## src/rtl/ifetch_unit.sv

```systemverilog
// Instruction-fetch stage: owns the PC, drives the instruction memory address,
// captures the returned word into IR under a req/valid/ack handshake and
// computes the next PC (PC+4, branch, jump, jr) from the captured IR.
//
// state | meaning
// IDLE  | no fetch in flight, IR empty (or already acknowledged)
// WAIT  | PC held stable while memory settles; IR captured when cnt reaches 0
// VALID | IR holds an unconsumed instruction, waiting for ir_ack
module ifetch_unit #(
  parameter logic [31:0] RESET_PC    = 32'h0000_0000,
  parameter int unsigned MEM_LATENCY = 0
) (
  input  logic        clk,
  input  logic        rst,
  input  logic        stall,
  input  logic        fetch_req,
  input  logic        ir_ack,
  input  logic        pc_we,
  input  logic [1:0]  pc_src,
  input  logic [31:0] jr_target,
  input  logic [31:0] imem_rdata,
  output logic [31:0] pc,
  output logic [31:0] ir,
  output logic [31:0] ir_pc,
  output logic        ir_valid,
  output logic        busy,
  output logic        fault
);

  localparam logic [1:0] IDLE  = 2'd0;
  localparam logic [1:0] WAIT  = 2'd1;
  localparam logic [1:0] VALID = 2'd2;

  localparam logic [3:0] LAT = 4'(MEM_LATENCY);

  logic [1:0]  state;
  logic [1:0]  state_nxt;
  logic [3:0]  cnt;
  logic [31:0] pc_plus4;
  logic [31:0] ir_pc_plus4;
  logic [31:0] br_offset;
  logic [31:0] pc_nxt;
  logic        accept_req;
  logic        capture;
  logic        pc_wr;

  assign pc_plus4    = pc + 32'd4;
  assign ir_pc_plus4 = ir_pc + 32'd4;
  assign br_offset   = {{14{ir[15]}}, ir[15:0], 2'b00};

  // The PC must not move while memory is being read, so WAIT blocks writes.
  assign accept_req = (state == IDLE) && fetch_req && !stall;
  assign capture    = (state == WAIT) && (cnt == 4'd0);
  assign pc_wr      = pc_we && !stall && (state != WAIT);

  // Next-PC select; branch and jump are relative to the fetched instruction.
  always_comb begin
    pc_nxt = pc_plus4;
    case (pc_src)
      2'b00:   pc_nxt = pc_plus4;
      2'b01:   pc_nxt = ir_pc_plus4 + br_offset;
      2'b10:   pc_nxt = {ir_pc_plus4[31:28], ir[25:0], 2'b00};
      default: pc_nxt = jr_target;
    endcase
  end

  // Fetch handshake state transitions.
  always_comb begin
    state_nxt = state;
    case (state)
      IDLE:    if (accept_req) state_nxt = WAIT;
      WAIT:    if (cnt == 4'd0) state_nxt = VALID;
      VALID:   if (ir_ack) state_nxt = IDLE;
      default: state_nxt = IDLE;
    endcase
  end

  // State, wait counter and the registered status flags.
  always_ff @(posedge clk) begin
    if (rst) begin
      state    <= IDLE;
      cnt      <= 4'd0;
      busy     <= 1'b0;
      ir_valid <= 1'b0;
    end else begin
      state    <= state_nxt;
      busy     <= (state_nxt == WAIT);
      ir_valid <= (state_nxt == VALID);
      if (accept_req) begin
        cnt <= LAT;
      end else if ((state == WAIT) && (cnt != 4'd0)) begin
        cnt <= cnt - 4'd1;
      end
    end
  end

  // Capture the instruction word and the PC it came from.
  always_ff @(posedge clk) begin
    if (rst) begin
      ir    <= 32'd0;
      ir_pc <= 32'd0;
    end else if (capture) begin
      ir    <= imem_rdata;
      ir_pc <= pc;
    end
  end

  // PC update; a misaligned target leaves the PC alone and latches fault.
  always_ff @(posedge clk) begin
    if (rst) begin
      pc    <= RESET_PC;
      fault <= 1'b0;
    end else if (pc_wr) begin
      if (pc_nxt[1:0] != 2'b00) begin
        fault <= 1'b1;
      end else begin
        pc <= pc_nxt;
      end
    end
  end

endmodule

```

## config.mk

```make
export PLATFORM = sky130hd
export DESIGN_NAME = ifetch_unit
export DESIGN_NICKNAME = d
export VERILOG_FILES = /design/src/rtl/ifetch_unit.sv
export SDC_FILE = /design/constraint.sdc
export NUM_CORES = 1
export LEC_CHECK = 0
export ABC_CLOCK_PERIOD_IN_PS = 4500
export CAP_MARGIN = 5
export CORE_MARGIN = 1
export CORE_UTILIZATION = 28
export CTS_BUF_LIST = sky130_fd_sc_hd__clkbuf_4
export DETAILED_ROUTE_END_ITERATION = 8
export PLACE_DENSITY = 0.51
export SYNTH_ARGS = -nofsm -noshare
export SYNTH_HDL_FRONTEND = slang
export SYNTH_SLANG_ARGS = --single-unit
```

## constraint.sdc

```tcl
create_clock -name clk -period 4.5 [get_ports clk]
set_input_delay 0.9 -clock clk [delete_from_list [all_inputs] [get_ports clk]]
set_output_delay 0.9 -clock clk [all_outputs]
set_load 0.01 [all_outputs]
```

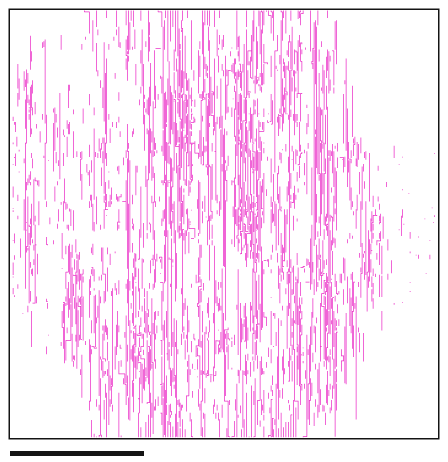
*The metal 2 layer*
The bar under the picture is 50 µm long.
- wire length on this layer: 12100 µm
- nets with wire on the layer: 933
- longest straight run: 75.4 µm
- main direction: vertical

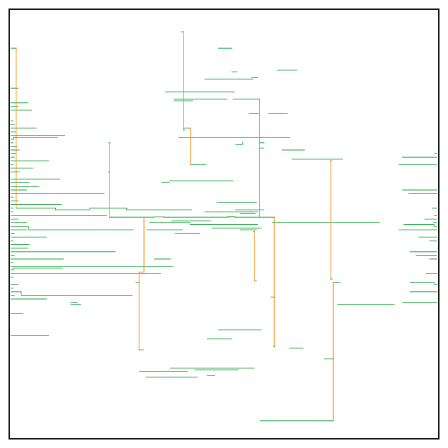
*Wiring by layer*
Two of the layers only.
- met4: orange (wire length 396 µm)
- met3: green (wire length 1490 µm)

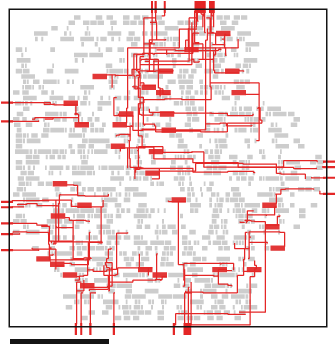
*Wires at chosen ports, followed through buffers*
The bar under the picture is 50 µm long.
- `pc`: red (direction output; edge 12 top, 9 bottom, 7 left, 4 right; end cells 32; buffers 32; wire 3180 µm)

==> out/results.txt <==
cycle use final - 92.5%
top cells by count - nand2_1, a21oi_1, dfxtp_1
H-tree depth - 3
Flop pwr share - 52.6%
I/O pin cnt - 171
clock tree buffer depth - 2
Fin Setup TNS - 0 ps
worst ir drop on vdd - 118 µV
Crit Path Category - reg2reg
Detailed Route WL - 27000 µm
Tightest Pin Transition - 1050 ps
P&R area growth vs syn - 31.6%
reg2reg end - pc[24]
post-synthesis instance area - 7010 µm²
biggest area cells - dfxtp_1, nand2_1, a21oi_1
Syn Nets - 1021
max-slew violations - 0
Async SR Flop Fraction - 0%
Total Nets Final - 1175
hold wc startpoint - ir[30]
top-count cell post-synth - nand2_1
Final Hold Viols - 0
fin crit period - 4160 ps
crit-path max FO - 7
first-pass GRT wire length - 41500 µm
routed wl met3 - 1490 µm
status - finished, final reports clean
yosys cell count - 911
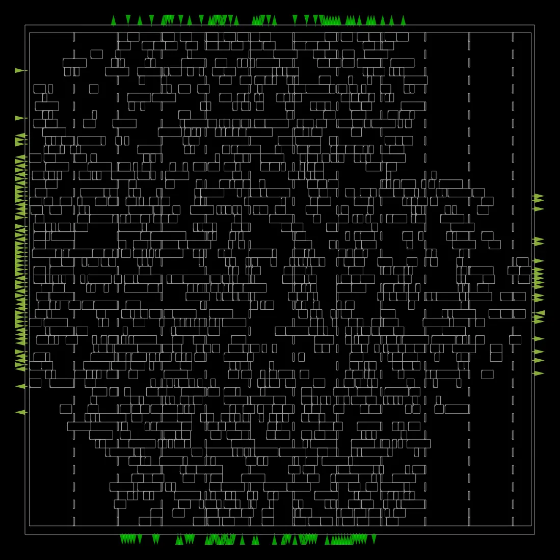
*Placed standard cells*
TAP cells: 324
registers: 105
fillers: 2582
Post-Layout Cell Count: 1398

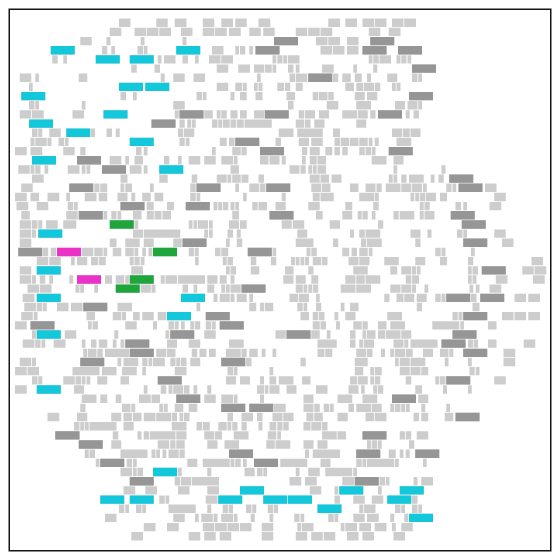
*Sequential cells grouped by signal name*
Other sequential cells in the stronger gray, the rest of the logic in the fainter gray.
- `ir`: cyan (placed flops 32)
- `cnt`: green (placed flops 4; where middle left)
- `state`: magenta (placed flops 2)

## worst reg2reg max path, cell delays in order (launching register included)
cell,delay (ps)
dfxtp_1,470
nand4_1,250
or2_2,400
nor2_1,420
nand3_1,160
xnor2_1,260
ha_1,300
a21o_1,230
nor4_1,400
a211oi_1,220
a211oi_1,320
xor2_1,270
a21oi_1,100
a211o_1,280
## layout make-up
| type | count | area [µm²] | share of cell area [%] |
|---|---|---|---|
| diodes | 4 | 10.0 | 0.109 |
| clock inverters | 7 | 86.3 | 0.936 |
| inverters | 17 | 63.8 | 0.692 |
| well taps | 324 | 405 | 4.40 |
| multi-input cells | 747 | 4680 | 50.8 |
| repair buffers | 185 | 1810 | 19.6 |
| flip-flops and latches | 105 | 2100 | 22.8 |
| clock buffers | 9 | 67.6 | 0.733 |
Power and IR drop assume default switching activity.
